==> run_1/clk_routes.png <==
Bar = 10 um.
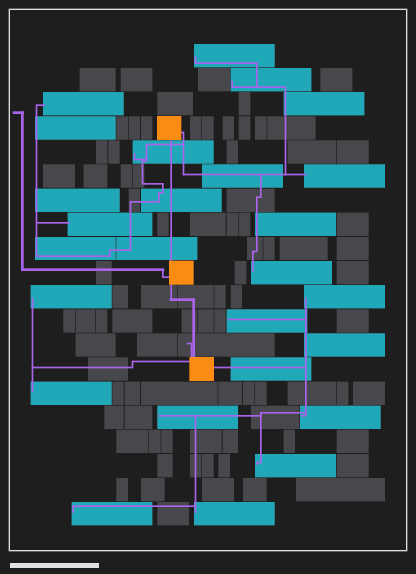
==> run_1/flops_by_reg.png <==
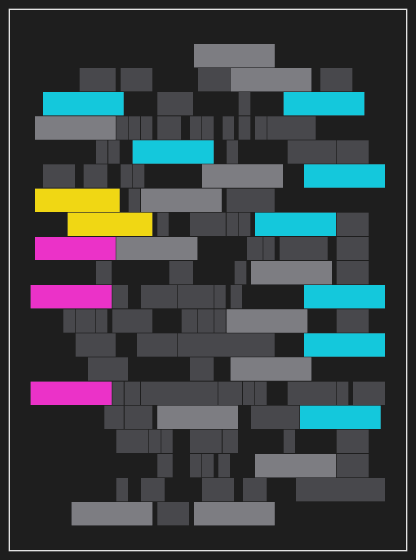
==> run_1/logic_types.png <==
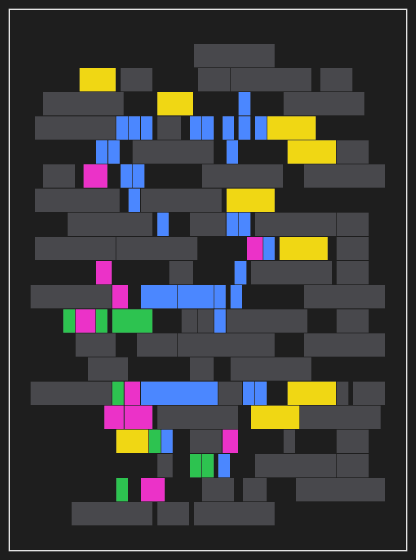
`src/rtl/uart_rx_ctrl.sv`:
```
// UART receive control FSM.
// Synchronises RXD, detects the start-bit edge, holds the external sample
// counter cleared while idle, and uses its mid-bit RX_CE strobes to validate
// the start bit, shift in data LSB-first and check the stop bit.
//
// Output handshake: RX_VALID is a one-CLK strobe with no ready/backpressure.
// RX_DATA and RX_FERR change only on the edge that raises RX_VALID and hold
// their values until the next stop-bit sample.
module uart_rx_ctrl #(
    parameter int DATA_BITS   = 8,
    parameter int SYNC_STAGES = 2
) (
    input  logic                 CLK,
    input  logic                 RST,
    input  logic                 RXD,
    input  logic                 RX_CE,
    output logic                 RXCT_R,
    output logic [DATA_BITS-1:0] RX_DATA,
    output logic                 RX_VALID,
    output logic                 RX_FERR,
    output logic                 RX_BUSY
);

    localparam int CNT_W = (DATA_BITS > 1) ? $clog2(DATA_BITS) : 1;
    localparam logic [CNT_W-1:0] LAST_BIT = CNT_W'(DATA_BITS - 1);

    typedef enum logic [2:0] {
        IDLE  = 3'd0,
        START = 3'd1,
        DATA  = 3'd2,
        STOP  = 3'd3,
        BREAK = 3'd4
    } state_t;

    state_t                 state_q;
    state_t                 state_d;
    logic [SYNC_STAGES-1:0] sync_q;
    logic                   rxd_s;
    logic [CNT_W-1:0]       bit_cnt;
    logic [DATA_BITS-1:0]   shift_q;

    // Control strobes from the next-state logic to the datapath
    logic                   clr_cnt;
    logic                   shift_en;
    logic                   deliver;

    // Synchroniser on the asynchronous serial line; resets to the idle level
    always_ff @(posedge CLK or posedge RST) begin
        if (RST) begin
            sync_q <= '1;
        end else begin
            sync_q <= {sync_q[SYNC_STAGES-2:0], RXD};
        end
    end

    assign rxd_s = sync_q[SYNC_STAGES-1];

    // State register
    always_ff @(posedge CLK or posedge RST) begin
        if (RST) begin
            state_q <= IDLE;
        end else begin
            state_q <= state_d;
        end
    end

    // Next-state logic and datapath control strobes
    always_comb begin
        state_d  = state_q;
        clr_cnt  = 1'b0;
        shift_en = 1'b0;
        deliver  = 1'b0;
        case (state_q)
            IDLE: begin
                // RX_CE cannot arrive here: the counter is held cleared
                if (!rxd_s) begin
                    state_d = START;
                end
            end
            START: begin
                if (RX_CE) begin
                    if (!rxd_s) begin
                        state_d = DATA;
                        clr_cnt = 1'b1;
                    end else begin
                        // Start bit did not survive to mid-bit: a glitch
                        state_d = IDLE;
                    end
                end
            end
            DATA: begin
                if (RX_CE) begin
                    shift_en = 1'b1;
                    if (bit_cnt == LAST_BIT) begin
                        state_d = STOP;
                    end
                end
            end
            STOP: begin
                if (RX_CE) begin
                    deliver = 1'b1;
                    state_d = rxd_s ? IDLE : BREAK;
                end
            end
            BREAK: begin
                // Wait for the line to return high before accepting a start
                if (rxd_s) begin
                    state_d = IDLE;
                end
            end
            default: begin
                state_d = IDLE;
            end
        endcase
    end

    // Bit counter and LSB-first shift register
    always_ff @(posedge CLK or posedge RST) begin
        if (RST) begin
            bit_cnt <= '0;
            shift_q <= '0;
        end else begin
            if (clr_cnt) begin
                bit_cnt <= '0;
            end else if (shift_en) begin
                bit_cnt <= bit_cnt + 1'b1;
            end
            if (shift_en) begin
                shift_q <= {rxd_s, shift_q[DATA_BITS-1:1]};
            end
        end
    end

    // Delivered word, framing flag and one-cycle valid strobe
    always_ff @(posedge CLK or posedge RST) begin
        if (RST) begin
            RX_DATA  <= '0;
            RX_FERR  <= 1'b0;
            RX_VALID <= 1'b0;
        end else begin
            RX_VALID <= deliver;
            if (deliver) begin
                RX_DATA <= shift_q;
                RX_FERR <= ~rxd_s;
            end
        end
    end

    assign RXCT_R  = (state_q == IDLE) || (state_q == BREAK);
    assign RX_BUSY = (state_q == START) || (state_q == DATA) || (state_q == STOP);

endmodule

```
`config.mk`:
```
export PLATFORM = sky130hd
export DESIGN_NAME = uart_rx_ctrl
export DESIGN_NICKNAME = d
export VERILOG_FILES = /design/src/rtl/uart_rx_ctrl.sv
export SDC_FILE = /design/constraint.sdc
export NUM_CORES = 1
export LEC_CHECK = 0
export CAP_MARGIN = 30
export CORE_ASPECT_RATIO = 1.4
export CORE_MARGIN = 2
export CORE_UTILIZATION = 48
export CTS_CLUSTER_DIAMETER = 80
export DETAILED_ROUTE_END_ITERATION = 16
export GPL_TIMING_DRIVEN = 0
export PLACE_DENSITY = 0.68
export SLEW_MARGIN = 20
export SYNTH_ARGS = -nofsm -noshare
export SYNTH_HDL_FRONTEND = slang
export SYNTH_SLANG_ARGS = --single-unit
export TNS_END_PERCENT = 5
```
`constraint.sdc`:
```
create_clock -name CLK -period 2.8 [get_ports CLK]
set_input_delay 0.56 -clock CLK [delete_from_list [all_inputs] [get_ports CLK]]
set_output_delay 0.56 -clock CLK [all_outputs]
set_load 0.02 [all_outputs]
```
==> summary.txt, run 1 <==
flow finished, numbers: clk buf depth 2, critical path, cell by cell buf_2 > nor2_1 > clkdlybuf4s50_1, cell accounting for the most synthesized area dfrtp_1, Multiplexer share 0.1105, GRT Util Overall 0.1542, P_int 0.8844 mW, startpoint types flop, WHS 367.8 ps, most frequent cell after synthesis nand2_1, Sw Pwr 0.4459 mW, multi-input gates 60, and+or+nand+nor area frac 0.1793, CTS root buffer clkbuf_4, Flop pwr share 0.421, WL final 1.877 mm, mapped cell area 0.001110 mm2, hold path cells 0, worst hold path endpoint sync_q[1], hold buffers post-CTS 0, met1 GRT Util 0.1804, Area Overhead vs Synth 23.22%, # clk buffers 3, sequential-to-total area share from yosys stat 0.5885, worst min path class reg2reg, # diodes 0, worst r2r src state_q[2], die width between 40 and 50 um, cts repair resizes 0, Inverters 2, outcome finished clean, Primary FF master, synth dfrtp_1, setup TNS 0 ps, aoi share 0.05524, unrepaired setup endpoints after global routing false, total clock sinks 26, global route hottest layer met2, Yosys warning count 0, layout net count 121, Leading cell kind registers, ANT nets after route 0
About clk_routes.png:
orange -> clock drivers  # count 3
purple -> clock wires  # length 299 um
cyan -> flip-flops  # count 26
routed clock nets = 4
flops lie = widely spread
Clock Skew: 4.195 ps
Clk. pwr: 0.258 mW
Clock Power Share: 0.194
Clk Latency, worst-skew pair: 320 ps

About flops_by_reg.png:
yellow -> `sync_q`  # placed flops 2
cyan -> `RX_DATA`  # placed flops 8
magenta -> `bit_cnt`  # placed flops 3
flop share of the area: 0.4776
seq pwr: 0.561 mW
register area: 653.1 um2

About logic_types.png:
blue -> nand cells  # cells 30, most used nand2_1
magenta -> aoi and oai cells  # cells 10, most used a21oi_1
green -> nor cells  # cells 8, most used nor2_1
yellow -> mux cells  # cells 9, most used mux2_4
combinational share of cell area: 0.2983
most frequent logic cell in the layout: nand2_1
fin cells: 136

==> run 1: worst max-delay path: cells and delay by family, from the launching register on <==
kind	cells	cell delay, ps
flip-flops	1	390
buffers and inverters	2	810
AND/OR/NAND/NOR	1	180
==> run 1: routing by layer <==
metal | vias up | part of all wire | routed length, um
met4 | 0 | 0.013 | 25
li1 | 357 | - | -
met1 | 362 | 0.45 | 849
met2 | 17 | 0.50 | 939
met3 | 4 | 0.034 | 63
met5 | - | 0 | 0
==> run 1: state kept, by name, summed over array words and instances (netlist names) <==
| signal | cells |
|---|---|
| RX_DATA | 8 |
| bit_cnt | 3 |
| shift_q | 8 |
| RX_VALID | 1 |
| RX_FERR | 1 |
| sync_q | 2 |
| state_q | 3 |
--- run 2 (diff from run 1) ---
==> constraint.sdc (replaced) <==
create_clock -name CLK -period 2.36 [get_ports CLK]
set_input_delay 0.472 -clock CLK [delete_from_list [all_inputs] [get_ports CLK]]
set_output_delay 0.472 -clock CLK [all_outputs]
set_load 0.02 [all_outputs]
==> run 2 against run 1 <==
Largest power group unchanged. Cell area unchanged. Combinational power is 19% higher. Via count stayed put. Register-to-register slack lost 440 ps. Critical path depth stayed put. Total power grew 19%. Sequential share of layout area stayed put. Non-clock buffer count did not move. First-iteration DRC count did not move. Critical path type unchanged. Area after synthesis did not move.
==> summary.txt, run 2 <==
flow finished, numbers: seq pwr 0.665 mW (+19%), unrepaired setup endpoints after global routing false, largest net degree at the start of global routing 27, register area 653.1 um2 (unchanged), flop share of the area 0.4776 (unchanged), cts repair resizes 0 (unchanged), WHS 367.8 ps (unchanged), Clk. pwr 0.306 mW (+19%), most frequent logic cell in the layout nand2_1, Primary FF master, synth dfrtp_1, startpoint types flop, sequential-to-total area share from yosys stat 0.5885 (unchanged), Largest regs RX_DATA (8), shift_q (8), Clock Skew 4.195 ps (unchanged), WL final 1.877 mm (unchanged), most frequent cell after synthesis nand2_1, P_int 1.049 mW (+19%), # diodes 0 (unchanged), Clock Power Share 0.194 (about the same), fin cells 136 (unchanged), CTS root buffer clkbuf_4, setup TNS 0 ps (unchanged), outcome finished clean, Top Family by Delay on Critical Path buffers and inverters, hold path cells 0 (unchanged), Inverters 2 (unchanged), layout net count 121 (unchanged), die width 44.64 um (unchanged), post-CTS setup buffer count 0, clk buf depth 2 (unchanged), critical path, cell by cell buf_2 > nor2_1 > clkdlybuf4s50_1, Multiplexer share 0.1105 (unchanged), hold buffers post-CTS 0 (unchanged), cell accounting for the most synthesized area dfrtp_1, multi-input gates 60 (unchanged), Sw Pwr 0.5291 mW (+19%), worst min path class reg2reg, Flop pwr share 0.421 (about the same), and+or+nand+nor area frac 0.1793 (unchanged), GRT Util Overall 0.1542 (unchanged)
==> run 2: cell counts after synthesis <==
Identical to the previous run, type by type.
==> run 2: worst paths after layout <==
check                      startpoint          to  slack [ps]
setup / recovery           state_q[1]      RXCT_R         190
hold / removal              sync_q[0]   sync_q[1]         370
setup reg to reg           state_q[2]  RX_DATA[1]        1030
hold reg to reg             sync_q[0]   sync_q[1]         370
max in group asynchronous         RST   sync_q[0]        1520
min in group asynchronous         RST  state_q[1]         380
==> run 2: per-layer routing <==
metal / GRT usage / vias up / part of all wire
met4: 0.09091 / 0 / 0.013
met2: 0.2609 / 17 / 0.50
met3: 0.02679 / 4 / 0.034
met5: 0 / - / 0
met1: 0.1804 / 362 / 0.45
li1: - / 357 / -
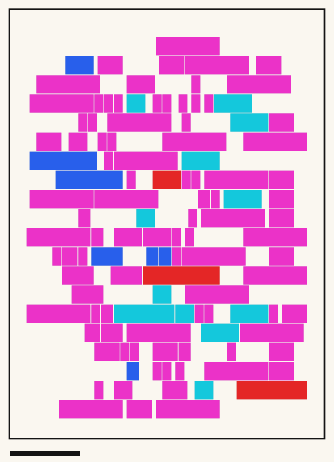
(run_2/sizes.png)
Bar = 10 um.
magenta -> _0 and _1 cells  # cells 92
blue -> _2 cells  # cells 7
cyan -> _3 and _4 cells  # cells 12
red -> _6 and larger  # cells 3
Area Overhead vs Synth: 23.22%
post-route cell area: 0.001368 mm2
Setup WS post-layout: 185.3 ps

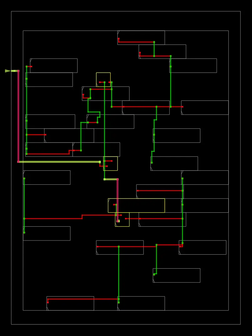
(run_2/clocks.png)
# clk buffers: 3
number of CTS-inserted buffers: 3
seq_cells: 26
total clock sinks: 26

Power and IR drop assume default switching activity.
